run_1/clock_map.png
Scale: 1.5 px per µm.
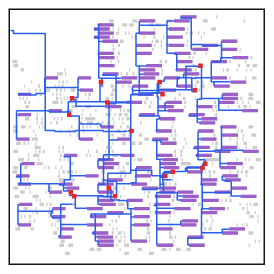
run_1/cell_classes.png
Scale: 1.5 px per µm.
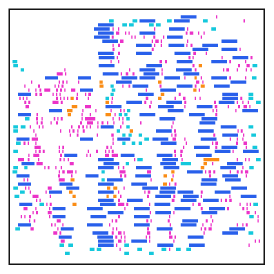
run_1/registers.png
Scale: 1.5 px per µm.
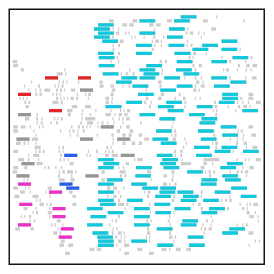
run_1/port_nets.png
Scale: 3 px per µm.
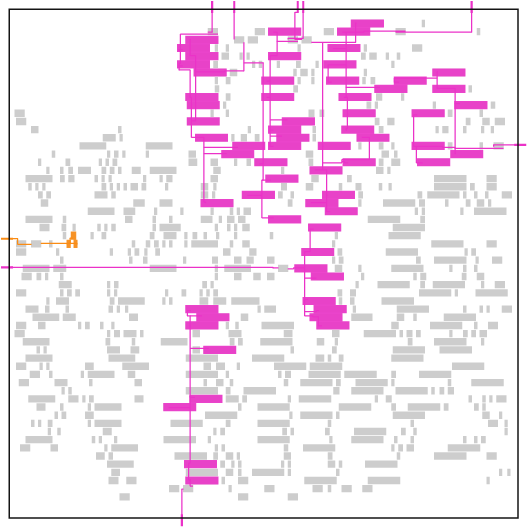
Design ifstmt_trace_capture_flat, sky130hd; sources not shown.
==> run summary, run 1 <==
Physical design

The run finished with clean final reports. Counting the warning lines in the Yosys log gives 0. The number of enable-type register cells in the synthesized netlist stands at 128. In the power breakdown, the biggest contributor is combinational logic. After global routing, the most crowded layer is met2. Logic depth along the worst register-to-register path is recorded as 15. According to the floorplan report, the die height is 169.1 µm. The number of cells after detailed placement stands at 1,008. The total global routing overflow stands at 0.

The total buffers and inverters traversed by the critical path stands at 3. Setup repair after global routing left no endpoint under its margin. Per the layout area report, the combinational fraction of cell area is 23.65%. The share of final layout cell area taken by clock buffers and inverters stands at 3.362%. Summing internal, switching and leakage power gives 6.440 mW.

The power density over cell area stands at 816.3 nW/µm². The post-route setup TNS stands at 0 ps. The non-clock inverter total of the final layout stands at 34. 2 antenna diodes ended up in the layout.

The top cell type in the final layout, fill and taps aside, is sky130_fd_sc_hd__nor2_1. The worst-case register-to-register setup slack stands at 960 ps. The layout has 17 clock buffers. In this run the cell area of the synthesized design comes to 6699 µm².

For reference, the top logic cell family by area is simple AND/OR/NAND/NOR gates. The final timing report lists a max-slew violation count of 0. On the critical path the largest part of the delay comes from buffers and inverters. The number of hold buffers added after CTS was 2. The post-synthesis share of cell area spent on full adders, half adders and majority gates stands at 2.914%. The min-delay analysis places its worst path in the category flop to flop. Warnings raised by the tools during the run amount to 34. The share of async-settable or async-resettable flops after synthesis stands at 16.34%. The fraction of power consumed by combinational cells stands at 42.5%. The longest individual stage delay on the worst path stands at 580 ps. The basic-gate share of the synthesized area counting and, or, nand and nor cells stands at 12.87%. The most common cell in the synthesized netlist is sky130_fd_sc_hd__nor2_1.

The first-pass GRT wire length stands at 27,620 µm. The die outline area stands at 28,580 µm². For reference, XOR and XNOR gates occupy 1.177% of the area reported after synthesis. The script extracted a total leakage power of 2.854 nW. The detailed router used layers up to and including met4. The number of antenna violations at the first check in global routing came to 2.

The transition at the pin with the smallest max-transition slack stands at 538.4 ps. The worst-case IR drop observed on VDD is 0.0003267 V. The maximum operating frequency stands at 309.3 MHz.

The sequential cell area fraction in the yosys report stands at 66.72%. Ranked by instance count, the synthesized netlist is headed by sky130_fd_sc_hd__nor2_1 (134), sky130_fd_sc_hd__edfxtp_1 (128), sky130_fd_sc_hd__nand2_1 (71). TritonCTS built the clock tree.

The number of nets at the end of the flow stands at 693. The share of synthesized area in the top cell type comes to 57.38%. The number of setup buffers added after CTS stands at 0. The number of clock buffers added by TritonCTS is 17. Combinational cells consume a total of 2.74 mW. The smallest clock period supported by the final layout is computed as 3234 ps. Per the detail_route report, routed wire per instance is 16.74 µm. The power report puts the net switching power at 2.665 mW. For this run, the total global-route usage over all layers was measured as 13.47%. The met1 track demand over resource stands at 16.43%. In the Yosys stats the netlist draws on 30 distinct library cells.

Summed over all nets, wire length on met3 after detailed routing comes to 471 µm. The proportion of power drawn by flip-flops and latches stands at 40.7%. Global routing used 2.946% of the available met3 tracks.

The floorplan step set the die width to 169.1 µm. The number of vias per cell stands at 4.284. The worst setup path is launched from a flop.

According to the cell report, flip-flops and latches in the layout number 153. The main area contributors are sky130_fd_sc_hd__edfxtp_1 (57%), sky130_fd_sc_hd__dfrtp_1 (9.3%), sky130_fd_sc_hd__nor2_1 (7.5%). Summing all placed instances gives a cell area of 7595 µm². The number of cells in the finished layout apart from fillers stands at 1,043. The least setup slack across all paths after layout stands at 266.4 ps. STA classifies the critical path endpoint as an output port. The final route contains 4,468 vias. The last timing report of the flow puts the setup violation total at 0.

The area growth from synthesis to layout stands at 17.76%. Among the stages of the critical path, the cell type that occurs most often is sky130_fd_sc_hd__nor2_1. The first TritonRoute pass finished after 4 iterations. The cell count after synthesis stands at 593. The logic depth of the worst setup path including buffers stands at 7.

The total clock sinks stands at 153. The post-synthesis chip area from yosys stands at 6699 µm². In the final report, the number of hold violations comes to 0. The post-synth register bit count is 153. The arrival time reported for the critical path endpoint stands at 2680 ps. The wire length after detailed routing stands at 17,470 µm. Post-CTS repair changed the size of 0 cells. For this run, the leading register cell type out of synthesis is sky130_fd_sc_hd__edfxtp_1. The register with the most flip-flops in the layout has 128 of them.

In the final design, more cell area goes to sequential cells than to any other class. The biggest area contributor in the post-synthesis netlist is sky130_fd_sc_hd__edfxtp_1. The largest individual stage delay along the critical path comes from the cell sky130_fd_sc_hd__clkdlybuf4s50_1. The number of global-route vias before repair was 4,767.

After detailed routing, the met2 layer carries 8741 µm of wire. In the power breakdown, the internal column shows 3.775 mW. The core utilization before placement stands at 24.65%. Ranking logic cells in the layout by count gives the top entries sky130_fd_sc_hd__nor2_1 (134), sky130_fd_sc_hd__edfxtp_1 (128), sky130_fd_sc_hd__nand2_1 (71). The number of levels the H-tree was split into stands at 4. The layout has 3,050 filler cells.

Per the post-route antenna check, the number of violating nets is 0. The average cell area after synthesis stands at 11.30 µm². The number of DRC violations after detailed-routing iteration 0 stands at 185. Summing the areas of all compound-gate instances in the mapped netlist gives 10.44% of the synthesized area. CTS placed an instance of sky130_fd_sc_hd__clkbuf_4 at the clock tree root. Multiplexer cells account for 0% of the synthesized area. The met2 routing resource usage after global routing stands at 22.57%. Data on the critical path is required at its endpoint by 2950 ps.

In this run the critical path is formed by inv_2 > buf_12 > o21ai_0 > o22ai_1 > nor2_1 > nor2_1 > clkdlybuf4s50_1. At the placement stage, the worst setup path has a slack of 766.6 ps. CTS reports a maximum clock tree buffer depth of 2.

The setup path with the least slack is of type flop to output port. At the end of routability-driven placement, the weighted congestion stood at 0.7687.
Back to the opening pictures, clock_map.png:
- purple: flip-flops (count 153)
- blue: clock wires (length 2,160 µm)
- red: cells driving clock nets (count 17)
- flops lie: widely spread
share of total power in the clock network: 16.8%
clock network power: 1.08 mW
Late-Pin Clk Latency: 530 ps

Back to the opening pictures, cell_classes.png:
- blue: flip-flops (cells 153)
- magenta: all other logic (cells 412)
- orange: clock drivers and dummy loads (cells 31)
- cyan: other buffers and delay cells (cells 73)
core box area: 27,180 µm²
final std cell area, no fill: 7889 µm²
sequential cell area share: 56.67%
post-layout util: 29.03%
number of cell rows: 60

Back to the opening pictures, registers.png:
- red: u_core.r_count (sequential cells 4)
- cyan: u_core.u_ring.r_mem (sequential cells 128)
- blue: u_core.r_post_cnt (sequential cells 3)
- magenta: u_core.flag_edges (sequential cells 8; where south-west)
- not coloured: 10
sequential cell area: 4471 µm²
sequential group power: 2.62 mW

Back to the opening pictures, port_nets.png:
- orange: rd_rd_ready (bits 1; direction input; edge west; end cells 3; wire 23.8 µm)
- magenta: data_out (bits 8; direction input; edge 5 north, 1 east, 1 west, 1 south; end cells 64; wire 919 µm)
number of ports placed on the die boundary: 57
Port Buffer Count: 48

## Run 2: what changed since run 1
--- a/config.mk
+++ b/config.mk
@@ -12,6 +12,7 @@
 export CORE_UTILIZATION = 24
 export CTS_BUF_LIST = sky130_fd_sc_hd__clkbuf_4
 export DETAILED_ROUTE_END_ITERATION = 8
+export GPL_ROUTABILITY_DRIVEN = 1
 export GPL_TIMING_DRIVEN = 1
 export MAX_ROUTING_LAYER = met4
 export PLACE_DENSITY_LB_ADDON = 0.1
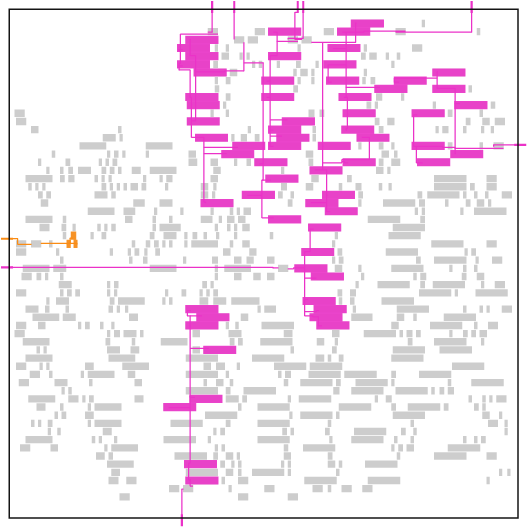
run_2/port_nets.png
Scale: 3 px per µm.
- orange: rd_rd_ready (bits 1; direction input; edge west; end cells 3; wire 23.8 µm)
- magenta: data_out (bits 8; direction input; edge 5 north, 1 east, 1 west, 1 south; end cells 64; wire 919 µm)

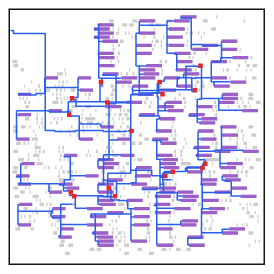
run_2/clock_map.png
Scale: 1.5 px per µm.
- red: cells driving clock nets (count 17)
- purple: flip-flops (count 153)
- blue: clock wires (length 2,160 µm)
- flops lie: widely spread

==> run summary, run 2 <==
Physical design

The share of async-settable or async-resettable flops after synthesis was 16.34% (unchanged). The number of port buffers stands at 48 (unchanged). The number of endpoints failing setup at the final stage is 0 (unchanged). The area of the core region was 27,180 µm² (unchanged).

The total net switching power is 2.665 mW (unchanged). The total track usage was 13.47% (unchanged). The post-route standard cell area excluding fillers came to 7889 µm² (unchanged).

The tree is rooted in a sky130_fd_sc_hd__clkbuf_4. After synthesis, the cell types taking the most area are sky130_fd_sc_hd__edfxtp_1 (57%), sky130_fd_sc_hd__dfrtp_1 (9.3%), sky130_fd_sc_hd__nor2_1 (7.5%). The number of placed I/O pins is 57 (unchanged). The combinational gate power stands at 2.74 mW (about the same).

The proportion of power drawn by flip-flops and latches stands at 40.7% (about the same). STA classifies the critical path endpoint as an output port. The overall die width stands at 169.1 µm (unchanged).

The maximum operating frequency stands at 309.3 MHz (unchanged). TritonCTS built the clock tree. The number of nets at the end of the flow is 693 (unchanged).

Yosys shows that the main logic family after synthesis is simple AND/OR/NAND/NOR gates. The total clock sinks was 153 (unchanged). The total global routing overflow is 0 (unchanged). The number of vias per cell stands at 4.284 (unchanged).

The longest individual stage delay on the worst path stands at 580 ps (about the same). The flop count is 153 (unchanged). The number of levels the H-tree was split into was 4 (unchanged). The tally of filler cells in the layout came to 3,050 (unchanged). The cell family contributing the most delay on the critical path is buffers and inverters. Per the synth stats, the flop cell with the highest instance count is sky130_fd_sc_hd__edfxtp_1.

The met1 track demand over resource stands at 16.43% (unchanged). The basic-gate share of the synthesized area counting and, or, nand and nor cells stands at 12.87% (unchanged). The multiplexer share of the synthesized area came to 0% (unchanged). The sequential-cell power consumption stands at 2.62 mW (about the same).

The final standard cell utilization of the core stands at 29.03% (unchanged). The number of CTS-inserted buffers stands at 17 (unchanged). The core utilization before placement came to 24.65% (unchanged). The sequential cell area fraction in the yosys report stands at 66.72% (unchanged). The minimum setup slack after placement came to 766.6 ps (unchanged). The AND-OR/OR-AND share of the synthesized area was 10.44% (unchanged). The total of flip-flops plus latches after synthesis stands at 153 (unchanged). The area growth from synthesis to layout came to 17.76% (unchanged). Leaving out fill and tap cells, the most frequent cells in the layout are sky130_fd_sc_hd__nor2_1 (134), sky130_fd_sc_hd__edfxtp_1 (128), sky130_fd_sc_hd__nand2_1 (71). The post-layout minimum cycle time stands at 3234 ps (unchanged). The transition at the pin with the smallest max-transition slack stands at 538.4 ps (unchanged). By instance count after routing, the leading logic cell type is sky130_fd_sc_hd__nor2_1. The cell resize tally after clock tree synthesis is 0 (unchanged). The number of setup buffers added after CTS was 0 (unchanged). The internal power consumption came to 3.775 mW (unchanged). Among all stages on the critical path, the largest delay is contributed by sky130_fd_sc_hd__clkdlybuf4s50_1.

The worst path required time is 2950 ps (about the same). In this design, the critical path's most frequently occurring cell is sky130_fd_sc_hd__nor2_1. Of all cell types, the one taking the most synthesized area is sky130_fd_sc_hd__edfxtp_1.

The number of cells in the finished layout apart from fillers stands at 1,043 (unchanged). The arrival time reported for the critical path endpoint came to 2680 ps (about the same). The cell count after synthesis stands at 593 (unchanged). The non-clock inverter total of the final layout stands at 34 (unchanged). The run finished with clean final reports.

The met2 wire length stands at 8741 µm (unchanged). The via count of the routed design came to 4,468 (unchanged). The total buffers and inverters traversed by the critical path came to 3 (unchanged). The number of antenna violations at the first check in global routing stands at 2 (unchanged).

The buffer levels on the longest clock path stands at 2 (unchanged). The number of DRC violations after detailed-routing iteration 0 stands at 185 (unchanged). The leakage component of the power stands at 2.854 nW (unchanged).

The routed length on met3 stands at 471 µm (unchanged). The met2 routing resource usage after global routing is 22.57% (unchanged). The least setup slack across all paths after layout stands at 266.4 ps (unchanged). The critical path in this run is classified as flop to output port. The die outline area came to 28,580 µm² (unchanged). In this run the top signal layer used is met4. The logic depth of the worst setup path including buffers stands at 7 (unchanged). The fraction of power consumed by combinational cells stands at 42.5% (about the same). The antenna violation net count after detailed routing came to 0 (unchanged).

The sequential portion of the cell area stands at 56.67% (unchanged). The wire length after detailed routing stands at 17,470 µm (unchanged). The overall power consumption was 6.440 mW (unchanged). The worst-case register-to-register setup slack stands at 960 ps (about the same). The detail-routed net length per standard cell stands at 16.74 µm (unchanged). The stage-log warning count stands at 34 (unchanged). The source-to-sink clock delay at the later pin of the worst-skew pair came to 530 ps (about the same).

The peak supply drop stands at 0.0003267 V (unchanged). The number of warnings reported in the yosys synthesis log stands at 0 (unchanged). In the final design, more cell area goes to sequential cells than to any other class. The number of enable-type register cells in the synthesized netlist was 128 (unchanged). The post-synthesis share of cell area spent on full adders, half adders and majority gates stands at 2.914% (unchanged). The register area came to 4471 µm² (unchanged).

For this run the top cell type by instance count after synthesis was sky130_fd_sc_hd__nor2_1. The number of antenna cells inserted is 2 (unchanged). The number of global-route vias before repair is 4,767 (unchanged).

The summed instance area of the synthesized netlist was 6699 µm² (unchanged). Listed in order, past its start point the critical path passes inv_2 > buf_12 > o21ai_0 > o22ai_1 > nor2_1 > nor2_1 > clkdlybuf4s50_1. The clock buffer instance count of the final layout is 17 (unchanged).

The xor/xnor share of the synthesized area came to 1.177% (unchanged). The clock share of power was 16.8% (about the same). The logic share of the area is 23.65% (unchanged). The global-route met3 utilization stands at 2.946% (unchanged).

The count of unique library cells instantiated by Yosys stands at 30 (unchanged). The placer congestion estimate was 0.7687 (unchanged). The number of flip-flops in the largest register stands at 128 (unchanged). The number of rows created at floorplan stands at 60 (unchanged). The number of pins exceeding their max-slew limit in the final report is 0 (unchanged).
Power is estimated from default activity; no workload was simulated.
